[config.mk]
export PLATFORM = sky130hd
export DESIGN_NAME = fetch_pc_unit_flat
export DESIGN_NICKNAME = d
export VERILOG_FILES = /design/src/rtl/fetch_pc_unit_if.sv /design/src/rtl/fetch_pc_unit.sv /design/src/flat_wrapper.sv
export SDC_FILE = /design/constraint.sdc
export NUM_CORES = 1
export LEC_CHECK = 0
export ABC_AREA = 1
export CAP_MARGIN = 10
export CORE_MARGIN = 5
export CORE_UTILIZATION = 49
export CTS_BUF_LIST = sky130_fd_sc_hd__clkbuf_16
export DETAILED_ROUTE_END_ITERATION = 8
export GPL_ROUTABILITY_DRIVEN = 1
export GPL_TIMING_DRIVEN = 0
export PLACE_DENSITY = 0.78
export SLEW_MARGIN = 20
export SYNTH_ARGS = -nofsm -noshare
export SYNTH_HDL_FRONTEND = slang
export SYNTH_SLANG_ARGS = --single-unit
[constraint.sdc]
create_clock -name clk -period 8.2 [get_ports clk]
set_clock_uncertainty 0.15 [all_clocks]
set_input_delay 2.05 -clock clk [delete_from_list [all_inputs] [get_ports clk]]
set_output_delay 2.05 -clock clk [all_outputs]
set_load 0.05 [all_outputs]
[src/rtl/fetch_pc_unit_if.sv]
// Fetch-stage bundle: decode-side control, instruction-memory req/ack port and F/D register outputs.
// master = fetch unit, slave = decode/hazard logic plus instruction memory.
interface fetch_pc_unit_if;
   logic [31:0] npc;
   logic        redirect;
   logic        stall;
   logic        flush;
   logic        imem_req;
   logic [31:0] imem_addr;
   logic        imem_ack;
   logic [31:0] imem_rdata;
   logic [31:0] instr_d;
   logic [31:0] pc_d;
   logic [31:0] pc8_d;
   logic        valid_d;
   logic        exc_adel_d;

   // imem handshake: a fetch completes in any cycle where imem_req and imem_ack are both 1;
   // imem_addr stays stable while imem_req=1 and imem_ack=0, and ack without req is ignored.
   modport master (
      input  npc, redirect, stall, flush, imem_ack, imem_rdata,
      output imem_req, imem_addr, instr_d, pc_d, pc8_d, valid_d, exc_adel_d
   );

   modport slave (
      output npc, redirect, stall, flush, imem_ack, imem_rdata,
      input  imem_req, imem_addr, instr_d, pc_d, pc8_d, valid_d, exc_adel_d
   );
endinterface

[src/rtl/fetch_pc_unit.sv]
// F-stage PC, deferred (delay-slot) redirect, one-entry skid buffer and F/D register.
// Optional FETCH_ALIGN_CHECK_EN: misaligned pc_f raises exc_adel_d instead of issuing a read.
module fetch_pc_unit #(
   parameter logic [31:0] RESET_PC = 32'h0000_3000
) (
   input  logic            clk,
   input  logic            reset,
   fetch_pc_unit_if.master bus,
   output logic            state_dbg_o
);
   typedef enum logic {S_FETCH = 1'b0, S_HOLD = 1'b1} state_t;

   state_t      state_q, state_d;
   logic [31:0] pc_f_q, pc_f_d;
   logic        pend_valid_q, pend_valid_d;
   logic [31:0] pend_target_q, pend_target_d;
   logic [31:0] skid_instr_q, skid_instr_d;
   logic [31:0] skid_pc_q, skid_pc_d;
   logic        skid_exc_q, skid_exc_d;
   logic [31:0] fd_instr_q, fd_instr_d;
   logic [31:0] fd_pc_q, fd_pc_d;
   logic [31:0] fd_pc8_q, fd_pc8_d;
   logic        fd_valid_q, fd_valid_d;
   logic        fd_exc_q, fd_exc_d;

   logic        misalign;
   logic        complete;
   logic [31:0] fetch_word;

`ifdef FETCH_ALIGN_CHECK_EN
   assign misalign = (pc_f_q[1:0] != 2'b00);
`else
   assign misalign = 1'b0;
`endif

   // A misaligned fetch completes on its own, without a memory read.
   assign complete   = (state_q == S_FETCH) && (bus.imem_ack || misalign);
   assign fetch_word = misalign ? 32'h0 : bus.imem_rdata;

   assign bus.imem_req   = (state_q == S_FETCH) && !misalign && !reset;
   assign bus.imem_addr  = pc_f_q;
   assign bus.instr_d    = fd_instr_q;
   assign bus.pc_d       = fd_pc_q;
   assign bus.pc8_d      = fd_pc8_q;
   assign bus.valid_d    = fd_valid_q;
   assign bus.exc_adel_d = fd_exc_q;
   assign state_dbg_o    = (state_q == S_HOLD);

   always_comb begin
      state_d       = state_q;
      pc_f_d        = pc_f_q;
      pend_valid_d  = pend_valid_q;
      pend_target_d = pend_target_q;
      skid_instr_d  = skid_instr_q;
      skid_pc_d     = skid_pc_q;
      skid_exc_d    = skid_exc_q;
      fd_instr_d    = fd_instr_q;
      fd_pc_d       = fd_pc_q;
      fd_pc8_d      = fd_pc8_q;
      fd_valid_d    = fd_valid_q;
      fd_exc_d      = fd_exc_q;

      // Redirects take effect only once the delay-slot fetch has completed.
      if (complete) begin
         if (bus.redirect)      pc_f_d = bus.npc;
         else if (pend_valid_q) pc_f_d = pend_target_q;
         else                   pc_f_d = pc_f_q + 32'd4;
         pend_valid_d = 1'b0;
      end else if (bus.redirect) begin
         pend_valid_d  = 1'b1;
         pend_target_d = bus.npc;
      end

      case (state_q)
         S_FETCH: begin
            if (complete) begin
               if (bus.stall) begin
                  skid_instr_d = fetch_word;
                  skid_pc_d    = pc_f_q;
                  skid_exc_d   = misalign;
                  state_d      = S_HOLD;
               end else begin
                  fd_instr_d = fetch_word;
                  fd_pc_d    = pc_f_q;
                  fd_pc8_d   = pc_f_q + 32'd8;
                  fd_valid_d = 1'b1;
                  fd_exc_d   = misalign;
               end
            end else if (!bus.stall) begin
               fd_instr_d = 32'h0;
               fd_pc_d    = 32'h0;
               fd_pc8_d   = 32'h0;
               fd_valid_d = 1'b0;
               fd_exc_d   = 1'b0;
            end
         end
         S_HOLD: begin
            if (!bus.stall) begin
               fd_instr_d = skid_instr_q;
               fd_pc_d    = skid_pc_q;
               fd_pc8_d   = skid_pc_q + 32'd8;
               fd_valid_d = 1'b1;
               fd_exc_d   = skid_exc_q;
               state_d    = S_FETCH;
            end
         end
         default: state_d = S_FETCH;
      endcase

      // Flush only overrides the F/D register; fetch state carries on.
      if (bus.flush) begin
         fd_instr_d = 32'h0;
         fd_pc_d    = 32'h0;
         fd_pc8_d   = 32'h0;
         fd_valid_d = 1'b0;
         fd_exc_d   = 1'b0;
      end
   end

   always_ff @(posedge clk or posedge reset) begin
      if (reset) begin
         state_q       <= S_FETCH;
         pc_f_q        <= RESET_PC;
         pend_valid_q  <= 1'b0;
         pend_target_q <= 32'h0;
         skid_instr_q  <= 32'h0;
         skid_pc_q     <= 32'h0;
         skid_exc_q    <= 1'b0;
         fd_instr_q    <= 32'h0;
         fd_pc_q       <= 32'h0;
         fd_pc8_q      <= 32'h0;
         fd_valid_q    <= 1'b0;
         fd_exc_q      <= 1'b0;
      end else begin
         state_q       <= state_d;
         pc_f_q        <= pc_f_d;
         pend_valid_q  <= pend_valid_d;
         pend_target_q <= pend_target_d;
         skid_instr_q  <= skid_instr_d;
         skid_pc_q     <= skid_pc_d;
         skid_exc_q    <= skid_exc_d;
         fd_instr_q    <= fd_instr_d;
         fd_pc_q       <= fd_pc_d;
         fd_pc8_q      <= fd_pc8_d;
         fd_valid_q    <= fd_valid_d;
         fd_exc_q      <= fd_exc_d;
      end
   end
endmodule

[src/flat_wrapper.sv]
// flat-port wrapper written by rule: the top's interface ports become plain ports
module fetch_pc_unit_flat 
#(
   parameter logic [31:0] RESET_PC = 32'h0000_3000
)
  (clk, reset, state_dbg_o, bus_npc, bus_redirect, bus_stall, bus_flush, bus_imem_ack, bus_imem_rdata, bus_imem_req, bus_imem_addr, bus_instr_d, bus_pc_d, bus_pc8_d, bus_valid_d, bus_exc_adel_d);
  fetch_pc_unit_if bus_i ();
  input  logic clk;
  input  logic reset;
  output logic state_dbg_o;
  input wire logic [$bits(bus_i.npc)-1:0] bus_npc;
  input wire logic [$bits(bus_i.redirect)-1:0] bus_redirect;
  input wire logic [$bits(bus_i.stall)-1:0] bus_stall;
  input wire logic [$bits(bus_i.flush)-1:0] bus_flush;
  input wire logic [$bits(bus_i.imem_ack)-1:0] bus_imem_ack;
  input wire logic [$bits(bus_i.imem_rdata)-1:0] bus_imem_rdata;
  output wire logic [$bits(bus_i.imem_req)-1:0] bus_imem_req;
  output wire logic [$bits(bus_i.imem_addr)-1:0] bus_imem_addr;
  output wire logic [$bits(bus_i.instr_d)-1:0] bus_instr_d;
  output wire logic [$bits(bus_i.pc_d)-1:0] bus_pc_d;
  output wire logic [$bits(bus_i.pc8_d)-1:0] bus_pc8_d;
  output wire logic [$bits(bus_i.valid_d)-1:0] bus_valid_d;
  output wire logic [$bits(bus_i.exc_adel_d)-1:0] bus_exc_adel_d;
  assign bus_i.npc = bus_npc;
  assign bus_i.redirect = bus_redirect;
  assign bus_i.stall = bus_stall;
  assign bus_i.flush = bus_flush;
  assign bus_i.imem_ack = bus_imem_ack;
  assign bus_i.imem_rdata = bus_imem_rdata;
  assign bus_imem_req = bus_i.imem_req;
  assign bus_imem_addr = bus_i.imem_addr;
  assign bus_instr_d = bus_i.instr_d;
  assign bus_pc_d = bus_i.pc_d;
  assign bus_pc8_d = bus_i.pc8_d;
  assign bus_valid_d = bus_i.valid_d;
  assign bus_exc_adel_d = bus_i.exc_adel_d;
  fetch_pc_unit #(.RESET_PC(RESET_PC)) u_core (.clk(clk), .reset(reset), .bus(bus_i), .state_dbg_o(state_dbg_o));
endmodule
==> flow_summary.yaml, run 1 <==
# flow metrics
run_status:
  status: "completed"
timing:
  fin_setup_tns_ps: 0
  whs_ps: 323.4
  min_period_ps: 5669
  min_period_over_period: 0.6913
  rsz0062_at_grt: "no"
  finalSetupViolCount: 0
  fmax_mhz: 176.4
  worst_slack_ps: 2531
  relSlewSlack: 0.2723
  finalHoldViolations: 0
  report.final.slew_viol_count: 0
  worst_slew_pin_slew_ps: 1088
die:
  fp.dieW_um: 164.9
  ios: 202
  die-area_sq_um: 27190
  fp-utilization: 0.4993
  dieHeight_um: 164.9
  core_area_sq_um: 23540
  row_count: 56
worst_hold_path:
  min_path_cells: 2
  min_path_type: "reg -> reg"
  min-delay-start: "u_core.pend_target_q[25]$_DFFE_PP0P_"
  holdPathEnd: "u_core.pend_target_q[25]$_DFFE_PP0P_"
routing:
  first_iter_violations: 1297
  ant_nets: 0
  drc: 0
  wl_per_cell_um: 19.86
  drtPass1Iterations: 5
  routed_via_density: 5.675
layout:
  nets: 1812
  layout.cells.most_common: "nand2_1"
  area.growth.synth_to_final_pct: 28.49
  mi_logic_area_sq_um: 5248
  drive_gt1_frac: 0.07736
  antennaDiodeCount: 0
  n_fill_cell: 2136
  regArea_sq_um: 5608
  fin_area_sq_um: 15100
  layout_top_cells: "nand2_1, dfrtp_1, clkdlybuf4s50_1"
  layoutNonFillerInstCount: 2077
  final_core_util: 0.6416
logic_synthesis:
  yosys_cells: 1505
  synth_cell_types: 38
  synth.avg_cell_area_sq_um: 7.811
  seq_area_frac_synth: 0.4771
  aoi_share: 0.1776
  top_logic_kind: "simple AND/OR/NAND/NOR gates"
  numSynthFlops: 224
  netlist_instances: 1505
  mux_share: 0
  yosys_warnings: 0
  synthesis.area_sq_um: 11760
  synth_nets: 1578
  synth-xor-area-share: 0.002235
  fa_ha_area_frac: 0.003193
  synth-simple-area-share: 0.2630
  yosys_area_sq_um: 11760
clocking:
  cts_tree: "built"
  clock_sinks: 224
  clockBufferDepth: 3
  htreeDepth: 1
  cts_setup_buffers: 0
  clkLatencyLatePin_ps: 530
  cts-hold-fix-buffers: 0
  cts_root_buf: "clkbuf_16"
  clk_pin_slew_ps: 60
  cts_buffers: 25
  cts_resized: 0
global_routing:
  grt_pass1_wl_mm: 63.18
  antenna_found_initial: 0
  grt_overflow: 0
  grt_pass1_vias: 10942
  track_usage: 0.2994
  grt_max_degree: 35
setup_path:
  cp.buffers_inverters: 2
  crit_path_end_kind: "primary output"
  critical_path.max_stage_delay_ps: 820
  path_common_cell: "clkdlybuf4s50_1"
  rr_worst_depth: 7
  path_class: "in -> out"
  crit_required_ps: 6000
  crit_chain: "clkdlybuf4s50_1 -> nor2_1 -> clkdlybuf4s50_1"
  start_kind: "input pin"
  crit_cells: 3
  rr_startpoint: "u_core.state_dbg_o$_DFF_PP0_"
  critical_path.top_delay_family: "buffers and inverters"
  reg2reg_slack_ps: 5870
  cpMaxStageDelayCell: "clkdlybuf4s50_1"
  r2r-end: "u_core.bus.pc8_d[21]$_DFFE_PP0P_"
  critPathMaxFanout: 2
  critPathArrivalTime_ps: 3470
placed_design:
  dp_hpwl_mm: 32.06
  place_area_sq_um: 14330
  place.gp.congestion: 0.9533
  io_buffers: 199
  place_ws_ps: 2531
  placedCellCount: 2031
power_and_ir_drop:
  powerDensity_nw_per_um2: 226.1
  netSwitchingFraction: 0.3662
  peakVddDrop_v: 0.0001618
  combPwrFrac: 0.270
  p_int_mw: 2.165
  p_sw_mw: 1.251
  p_clk_frac: 0.316
  leakagePower_nw: 6.958
  p_total_mw: 3.416
  p_seq_frac: 0.414
flow_run:
  drv_cap: 0
  tool_warnings: 26
-- run 1: sequential cells by signal (all words and copies together), names as in the netlist --
name / cells
u_core.bus.imem_addr: 32
u_core.bus.instr_d: 32
u_core.bus.pc8_d: 32
u_core.bus.pc_d: 29
u_core.bus.valid_d: 1
u_core.pend_target_q: 32
u_core.pend_valid_q: 1
u_core.skid_instr_q: 32
u_core.skid_pc_q: 32
u_core.state_dbg_o: 1
-- run 1: per-layer routing --
layer,GRT usage,vias to the layer above,part of all wire
li1,-,5480,-
met1,0.4353,5673,0.43
met2,0.4679,565,0.45
met3,0.04991,69,0.092
met4,0.07826,0,0.028
met5,0,-,0
-- run 1: worst max-delay path by stage --
stage | start | endpoint | slack [ps]
final | reset | bus_imem_req | 2530
after floorplan | reset | u_core.bus.imem_addr[0]$_DFFE_PP0P_ | 3080
after global placement | reset | u_core.pend_target_q[20]$_DFFE_PP0P_ | 1370
after global routing | reset | bus_imem_req | 2500
after CTS | reset | bus_imem_req | 2530
after detailed placement | reset | bus_imem_req | 2530
-- run 1: cell type report --
class | instances | area share
Sequential cell | 224 | 0.3713
Tap cell | 319 | 0.02642
Clock inverter | 21 | 0.01019
Buffer | 78 | 0.02361
Clock buffer | 25 | 0.04142
Multi-Input combinational cell | 1059 | 0.3474
Timing Repair Buffer | 207 | 0.1435
Inverter | 144 | 0.03620
-- run 1: cells by family after synthesis --
group,after synthesis
adder cells (fa/ha/maj),3
AND-OR/OR-AND,331
buffers and inverters,222
XOR/XNOR,3
other,1
flip-flops,224
AND/OR/NAND/NOR,721
-- run 1: cells in the mapped netlist --
library cell / n / share of area
nand3_1: 89 / 0.038
nand2_1: 479 / 0.15
nand2_4: 2 / 0.0019
o21ai_0: 165 / 0.070
nand3b_1: 2 / 0.0013
o211ai_1: 10 / 0.0064
a31oi_1: 3 / 0.0016
dfrtp_1: 222 / 0.47
a21oi_1: 17 / 0.0072
a41oi_1: 2 / 0.0015
o31ai_1: 2 / 0.0013
inv_2: 6 / 0.0019
buf_4: 10 / 0.0064
nand2_2: 16 / 0.0085
clkbuf_1: 43 / 0.014
nor2_4: 14 / 0.013
inv_1: 137 / 0.044
nand4_1: 12 / 0.0064
inv_4: 1 / 0.00053
dfstp_2: 2 / 0.0045
nor2_2: 19 / 0.010
buf_2: 21 / 0.0089
nand3_2: 3 / 0.0026
buf_1: 4 / 0.0013
nor2_1: 78 / 0.025
ha_1: 3 / 0.0032
a32oi_1: 3 / 0.0022
a22o_1: 64 / 0.048
a21o_1: 2 / 0.0013
xor2_1: 3 / 0.0022
nor4_1: 1 / 0.00053
a32o_1: 1 / 0.00085
nor3_1: 6 / 0.0026
conb_1: 1 / 0.00032
o21ai_1: 8 / 0.0034
a221oi_1: 16 / 0.012
o22ai_1: 21 / 0.011
a22oi_1: 17 / 0.011
-- run 1: power by group through the flow --
stage	logic, mW	registers, mW	clock network, mW
6_report	0.923	1.41	1.08
2_1_floorplan	0.376	1.59	0
4_1_cts	0.917	1.40	1.09
5_1_grt	0.993	1.43	1.14
3_5_place_dp	0.913	1.42	0
3_3_place_gp	0.890	1.42	0
==> run_1/met1.png <==
Supply wires on this layer in gray.
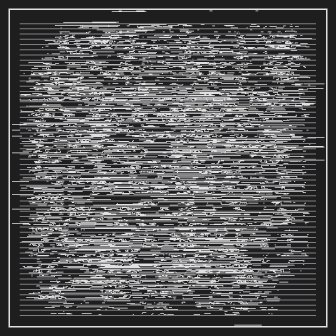
nets with wire on the layer: 1651
longest straight run: 86.5 um
share of all routed wire: 43%
wire length on this layer: 17600 um
main direction: horizontal
Vias: 11787
total wire length: 41.25 mm
met1 Track Usage GR: 0.4353

==> run_1/met2.png <==
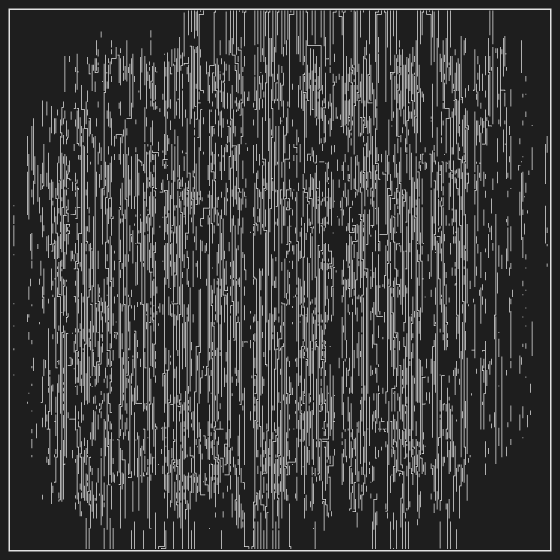
nets with wire on the layer: 1476
longest straight run: 91.5 um
GR Layer Usage met2: 0.4679

==> run_1/met3.png <==
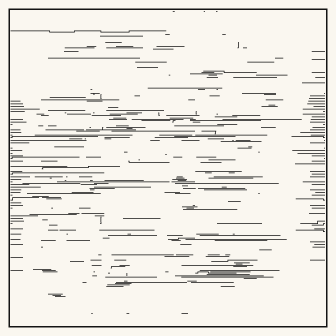
share of all routed wire: 9.2%
main direction: horizontal
GR Util met3: 0.04991

==> run 2, diff against run 1 <==
- clock period: 8.2 -> 4.7 ns (I/O delays scaled with it)
==> run_2/met1.png <==
Supply wires on this layer in gray.
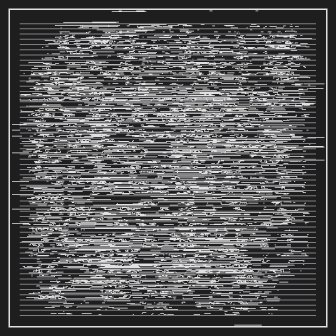
main direction: horizontal
nets with wire on the layer: 1651
wire length on this layer: 17600 um
longest straight run: 86.5 um
share of all routed wire: 43%

==> run_2/met3.png <==
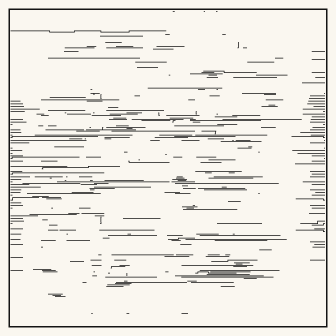
main direction: horizontal
nets with wire on the layer: 265
longest straight run: 58.4 um
share of all routed wire: 9.2%

==> run_2/met4.png <==
Scale bar: 50 um. Supply wires on this layer in gray. Cells faint in the background.
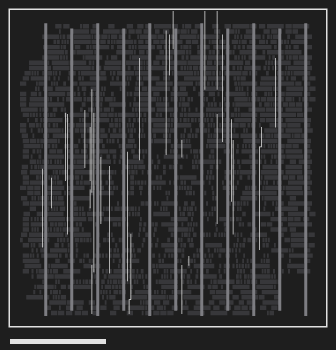
nets with wire on the layer: 22
wire length on this layer: 1170 um
share of all routed wire: 2.8%

==> run 2 against run 1 <==
Sequential share of layout area unchanged. Die area unchanged. Synthesized cell count unchanged. Core utilization unchanged. Global-route usage stayed put. Largest power group unchanged.
==> flow_summary.yaml, run 2 <==
# flow metrics
layout:
  antennaDiodeCount: 0
  fin_area_sq_um: 15100
  nets: 1812
  layout_top_cells: "nand2_1, dfrtp_1, clkdlybuf4s50_1"
  layout.cells.most_common: "nand2_1"
  drive_gt1_frac: 0.07736
  area.growth.synth_to_final_pct: 28.49
logic_synthesis:
  area_leaders: "dfrtp_1, nand2_1, o21ai_0, a22o_1, inv_1"
  top_cells_by_count: "nand2_1, dfrtp_1, o21ai_0"
  synth.most_common_cell: "nand2_1"
  yosys_area_sq_um: 11760
  ys_async_sr_fraction: 1.000
  yosys_cells: 1505
  dominantRegCellSynth: "dfrtp_1"
  yosys.area.top_type: "dfrtp_1"
  synth.avg_cell_area_sq_um: 7.811
  netlist_instances: 1505
  numSynthFlops: 224
  synth_cell_types: 38
  synthesis.area_sq_um: 11760
  yosys.area.top_type_share: 0.4726
clocking:
  cts_root_buf: "clkbuf_16"
  clock_sinks: 224
  cts-hold-fix-buffers: 0
  clk_pin_slew_ps: 60
  cts_resized: 0
  cts_buffers: 25
  cts_setup_buffers: 0
  htreeDepth: 1
  clockBufferDepth: 3
  clkLatencyLatePin_ps: 530
timing:
  worst_slack_ps: 492.4
  fmax_mhz: 237.7
  relSlewSlack: 0.2723
  report.final.slew_viol_count: 0
  finalSetupViolCount: 0
  finalHoldViolations: 0
  min_period_ps: 4208
  min_period_over_period: 0.8952
  worst_slew_pin_slew_ps: 1088
power_and_ir_drop:
  combPwrFrac: 0.270
  p_int_mw: 3.777
  netSwitchingFraction: 0.3662
  p_seq_frac: 0.414
  p_sw_mw: 2.182
  peakVddDrop_v: 0.0002823
flow_run:
  tool_warnings: 26
  drv_cap: 0
die:
  die-area_sq_um: 27190
  ios: 202
  core_area_sq_um: 23540
  dieHeight_um: 164.9
  row_count: 56
  fp-utilization: 0.4993
  fp.dieW_um: 164.9
placed_design:
  io_buffers: 199
  place_ws_ps: 780.5
  placedCellCount: 2031
  place.gp.congestion: 0.9533
  dp_hpwl_mm: 32.06
worst_hold_path:
  min_path_cells: 2
  min-delay-start: "u_core.pend_target_q[25]$_DFFE_PP0P_"
  holdPathEnd: "u_core.pend_target_q[25]$_DFFE_PP0P_"
setup_path:
  reg2reg_slack_ps: 2370
  rr_startpoint: "u_core.state_dbg_o$_DFF_PP0_"
  start_kind: "register"
  r2r-end: "u_core.bus.pc8_d[21]$_DFFE_PP0P_"
  crit_required_ps: 3380
  crit_path_end_kind: "primary output"
  critPathArrivalTime_ps: 2880
  rr_worst_depth: 7
routing:
  dr_total_vias: 11787
  ant_nets: 0
  routed_via_density: 5.675
  wl_per_cell_um: 19.86
  drt_wl_total_mm: 41.25
  drtPass1Iterations: 5
run_status:
  status: "completed"
global_routing:
  grt_pass1_vias: 10942
  grt_overflow: 0
  grt_max_degree: 35
  grt_pass1_wl_mm: 63.18
  track_usage: 0.2994
## run 2: cell counts after synthesis
Identical to the previous run, type by type.
## run 2: critical path, cell delays in order (launching register included)
cell and delay, ps:
dfrtp_1 370, buf_4 210, buf_2 260, buf_1 650, nor2_1 120, clkdlybuf4s50_1 730
## run 2: final cells by class
| class | instances | area [sq um] |
|---|---|---|
| Timing Repair Buffer | 207 | 2167 |
| Clock buffer | 25 | 625.6 |
| Inverter | 144 | 546.8 |
| Buffer | 78 | 356.6 |
| Sequential cell | 224 | 5608 |
| Multi-Input combinational cell | 1059 | 5248 |
| Tap cell | 319 | 399.1 |
| Clock inverter | 21 | 153.9 |
| Fill cell | 2136 | 8438 |
## run 2: worst max-delay path by stage
stage | start | end | slack (ps)
2_1_floorplan | reset | u_core.bus.imem_addr[0]$_DFFE_PP0P_ | 450
3_3_place_gp | reset | u_core.pend_target_q[20]$_DFFE_PP0P_ | -1250
3_5_place_dp | reset | bus_imem_req | 780
4_1_cts | u_core.state_dbg_o$_DFF_PP0_ | bus_imem_req | 530
5_1_grt | u_core.state_dbg_o$_DFF_PP0_ | bus_imem_req | 440
6_report | u_core.state_dbg_o$_DFF_PP0_ | bus_imem_req | 490
## run 2: power by group through the flow
stage | Clock (mW) | Sequential [mW] | Combinational [mW]
after floorplan | 0 | 2.77 | 0.656
after global placement | 0 | 2.48 | 1.55
after detailed placement | 0 | 2.48 | 1.59
after CTS | 1.90 | 2.45 | 1.60
after global routing | 1.98 | 2.49 | 1.73
final | 1.88 | 2.47 | 1.61
## run 2: layer usage
layer / vias up / wire length (um) / track usage
li1: 5480 / - / -
met1: 5673 / 17580 / 0.4353
met2: 565 / 18710 / 0.4679
met3: 69 / 3788 / 0.04991
met4: 0 / 1168 / 0.07826
met5: - / 0 / 0
## run 2: cell families after synthesis
| group | synth area share |
|---|---|
| DFF | 0.4771 |
| xor gates and xnor gates | 0.002236 |
| adders and majority gates | 0.003194 |
| and+or+nand+nor | 0.2630 |
| buffers and inverters | 0.07653 |
| AOI/OAI and AO/OA | 0.1776 |
| other | 0.0003190 |
## run 2: through the flow
| step | power [mW] | setup TNS (ps) | hold WS (ps) |
|---|---|---|---|
| floorplan | 3.430 | 0 | 292.2 |
| global placement | 4.030 | -273550 | 304.7 |
| detailed placement | 4.074 | 0 | 308.6 |
| CTS | 5.952 | 0 | 323.2 |
| global route | 6.208 | 0 | 348.2 |
| finish | 5.959 | 0 | 323.4 |
==> run_2/met2.png <==
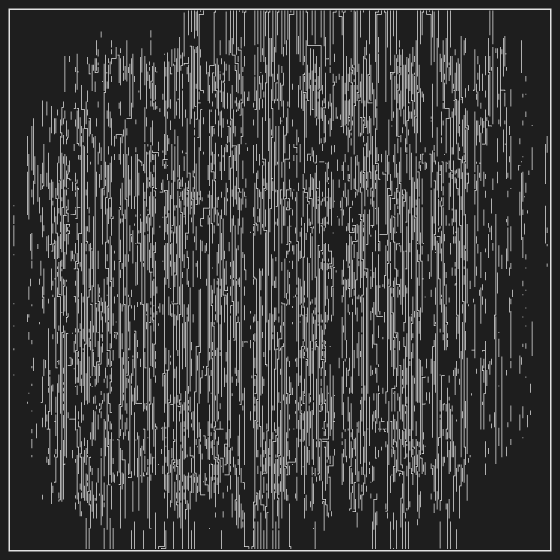

==> run 3, diff against run 2 <==
- CORE_UTILIZATION: 49 -> 54
- PLACE_DENSITY: 0.78 -> 0.81
- clock period: 4.7 -> 3.92 ns (I/O delays scaled with it)
==> run_3/met2.png <==
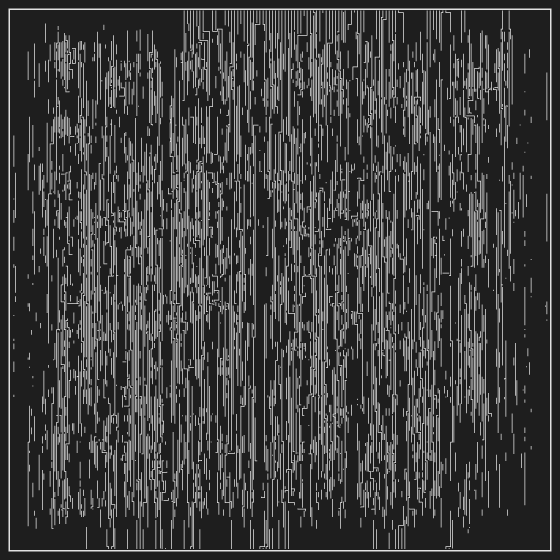
longest straight run: 68.3 um
share of all routed wire: 45%
main direction: vertical
GR Layer Usage met2: 0.4918
total wire length: 41.00 mm
Vias: 11791

==> run_3/met1.png <==
Supply wires on this layer in gray.
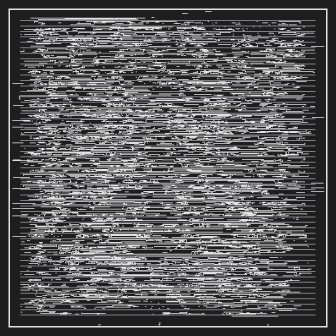
nets with wire on the layer: 1658
longest straight run: 55.7 um
share of all routed wire: 42%
wire length on this layer: 17400 um
main direction: horizontal
met1 Track Usage GR: 0.4753

==> run 3 against run 2 <==
Synthesized cell count unchanged. Sequential share of layout area shrank 0.052 points. Global-route usage increased by 2.6 points. Wire length decreased by 0.59%. Largest power group unchanged. Setup slack got worse by 83 ps.
==> flow_summary.yaml, run 3 <==
# flow metrics
worst_hold_path:
  min_path_type: "reg -> reg"
routing:
  first_iter_violations: 1395
  wl_per_cell_um: 20.14
  routed_via_density: 5.791
  ant_nets: 0
  drtPass1Iterations: 6
  drc: 0
global_routing:
  grt_max_degree: 33
  track_usage: 0.3254
  grt_overflow: 0
  grt_pass1_wl_mm: 62.95
  antenna_found_initial: 1
  grt_pass1_vias: 11082
setup_path:
  crit_required_ps: 2790
  path_class: "reg -> out"
  critPathArrivalTime_ps: 2380
  critPathMaxFanout: 19
  crit_path_end_kind: "primary output"
  start_kind: "register"
placed_design:
  place.gp.congestion: 1.027
  io_buffers: 199
  dp_hpwl_mm: 31.52
  place_area_sq_um: 14280
logic_synthesis:
  yosys_cells: 1505
  yosys_area_sq_um: 11760
  synthesis.area_sq_um: 11760
  synth.avg_cell_area_sq_um: 7.811
  seq_area_frac_synth: 0.4771
  synth_cell_types: 38
  netlist_instances: 1505
  edf_count: 0
  synth_nets: 1578
  yosys_warnings: 0
  synth.most_common_cell: "nand2_1"
  ys_async_sr_fraction: 1.000
  yosys.area.top_type: "dfrtp_1"
  numSynthFlops: 224
  yosys.area.top_type_share: 0.4726
  dominantRegCellSynth: "dfrtp_1"
  top_cells_by_count: "nand2_1, dfrtp_1, o21ai_0"
  area_leaders: "dfrtp_1, nand2_1, o21ai_0, a22o_1, inv_1"
power_and_ir_drop:
  peakVddDrop_v: 0.0003404
  leakagePower_nw: 6.979
  powerDensity_nw_per_um2: 484.8
timing:
  finalHoldViolations: 0
  relSlewSlack: 0.4075
  report.final.slew_viol_count: 0
  worst_slew_pin_slew_ps: 885.5
  fin_setup_tns_ps: 0
  finalSetupViolCount: 0
  whs_ps: 319.5
  rsz0062_at_grt: "no"
  min_period_over_period: 0.8955
  min_period_ps: 3511
  fmax_mhz: 284.9
clocking:
  clock_sinks: 224
  cts_resized: 0
  cts-hold-fix-buffers: 0
  cts_root_buf: "clkbuf_16"
  cts_tree: "built"
  clkLatencyLatePin_ps: 520
  clk_pin_slew_ps: 60
  cts_buffers: 25
  cts_setup_buffers: 0
  htreeDepth: 1
  clockBufferDepth: 3
die:
  fp-utilization: 0.5437
  die-area_sq_um: 24820
  fp.dieW_um: 157.5
  core_area_sq_um: 21620
  ios: 202
  row_count: 54
  dieHeight_um: 157.5
layout:
  layout.cells.most_common: "nand2_1"
  area.growth.synth_to_final_pct: 28.68
  layout_top_cells: "nand2_1, dfrtp_1, clkdlybuf4s50_1"
  n_fill_cell: 1761
  drive_gt1_frac: 0.07973
  fin_area_sq_um: 15130
  antennaDiodeCount: 0
  nets: 1811
  final_core_util: 0.6996
flow_run:
  drv_cap: 0
  tool_warnings: 27
run_status:
  status: "completed"
==> run_3/met3.png <==
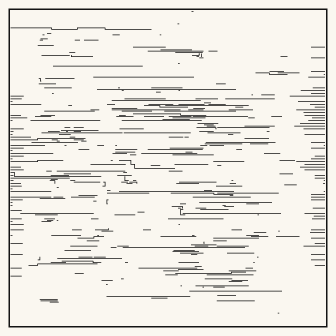
longest straight run: 69.0 um
wire length on this layer: 3810 um
main direction: horizontal
GR Util met3: 0.06434

-- run 3: cell counts after synthesis --
Identical to the previous run, type by type.
-- run 3: cell families (layout without fill, tap and decap cells) --
logic type,count (synthesis),after routing,synth area share
xor gates and xnor gates,3,3,0.002236
other,1,1,0.0003190
buffers and inverters,222,473,0.07653
DFF,224,224,0.4771
and+or+nand+nor,721,721,0.2630
AOI/OAI and AO/OA,331,331,0.1776
adders and majority gates,3,3,0.003194
-- run 3: through the flow --
stage	setup slack (ps)	cells	total power, mW
floorplan	-132.4	1505	4.113
global placement	-1824	1984	4.816
detailed placement	413.9	1992	4.877
CTS	415.9	2036	7.323
global route	335.3	2036	7.624
finish	409.5	2036	7.333
-- run 3: power breakdown --
group	leakage, nW	internal, mW	switching (mW)	total (mW)
registers	2.88	2.61	0.331	2.94
logic	3.67	0.624	1.32	1.94
clock network	0.430	1.49	0.961	2.45
-- run 3: per-layer routing --
metal,vias up,part of all wire,GRT usage
li1,5460,-,-
met1,5636,0.42,0.4753
met2,605,0.45,0.4918
met3,88,0.093,0.06434
met4,2,0.034,0.1041
met5,-,0.00032,0
-- run 3: path summary, 6_finish.rpt --
check                                                     start                              endpoint  slack (ps)  cells after the start
hold / removal             u_core.pend_target_q[13]$_DFFE_PP0P_  u_core.pend_target_q[13]$_DFFE_PP0P_         320                      2
setup reg to reg                   u_core.state_dbg_o$_DFF_PP0_      u_core.bus.pc8_d[18]$_DFFE_PP0P_        1620                     10
hold reg to reg            u_core.pend_target_q[13]$_DFFE_PP0P_  u_core.pend_target_q[13]$_DFFE_PP0P_         320                      2
max in group asynchronous                                 reset  u_core.bus.imem_addr[13]$_DFFE_PP1P_        1850                      5
min in group asynchronous                                 reset    u_core.bus.instr_d[29]$_DFFE_PP0P_         720                      2
setup / recovery                   u_core.state_dbg_o$_DFF_PP0_                          bus_imem_req         410                      4
-- run 3: critical path, stage by stage, from the launching register on --
cell	delay, ps
dfrtp_1	380
buf_4	200
buf_2	300
nor2_1	160
clkdlybuf4s50_1	810
-- run 3: area by class of cell --
cell class,instances,area [sq um],share of cell area
timing repair buffer,207,2167,0.1433
sequential,224,5608,0.3707
clock inverter,20,227.7,0.01505
tap,280,350.3,0.02316
buffer,77,352.8,0.02333
inverter,144,546.8,0.03615
multi-input combinational,1059,5248,0.3469
clock buffer,25,625.6,0.04136
Power is estimated from default activity; no workload was simulated.
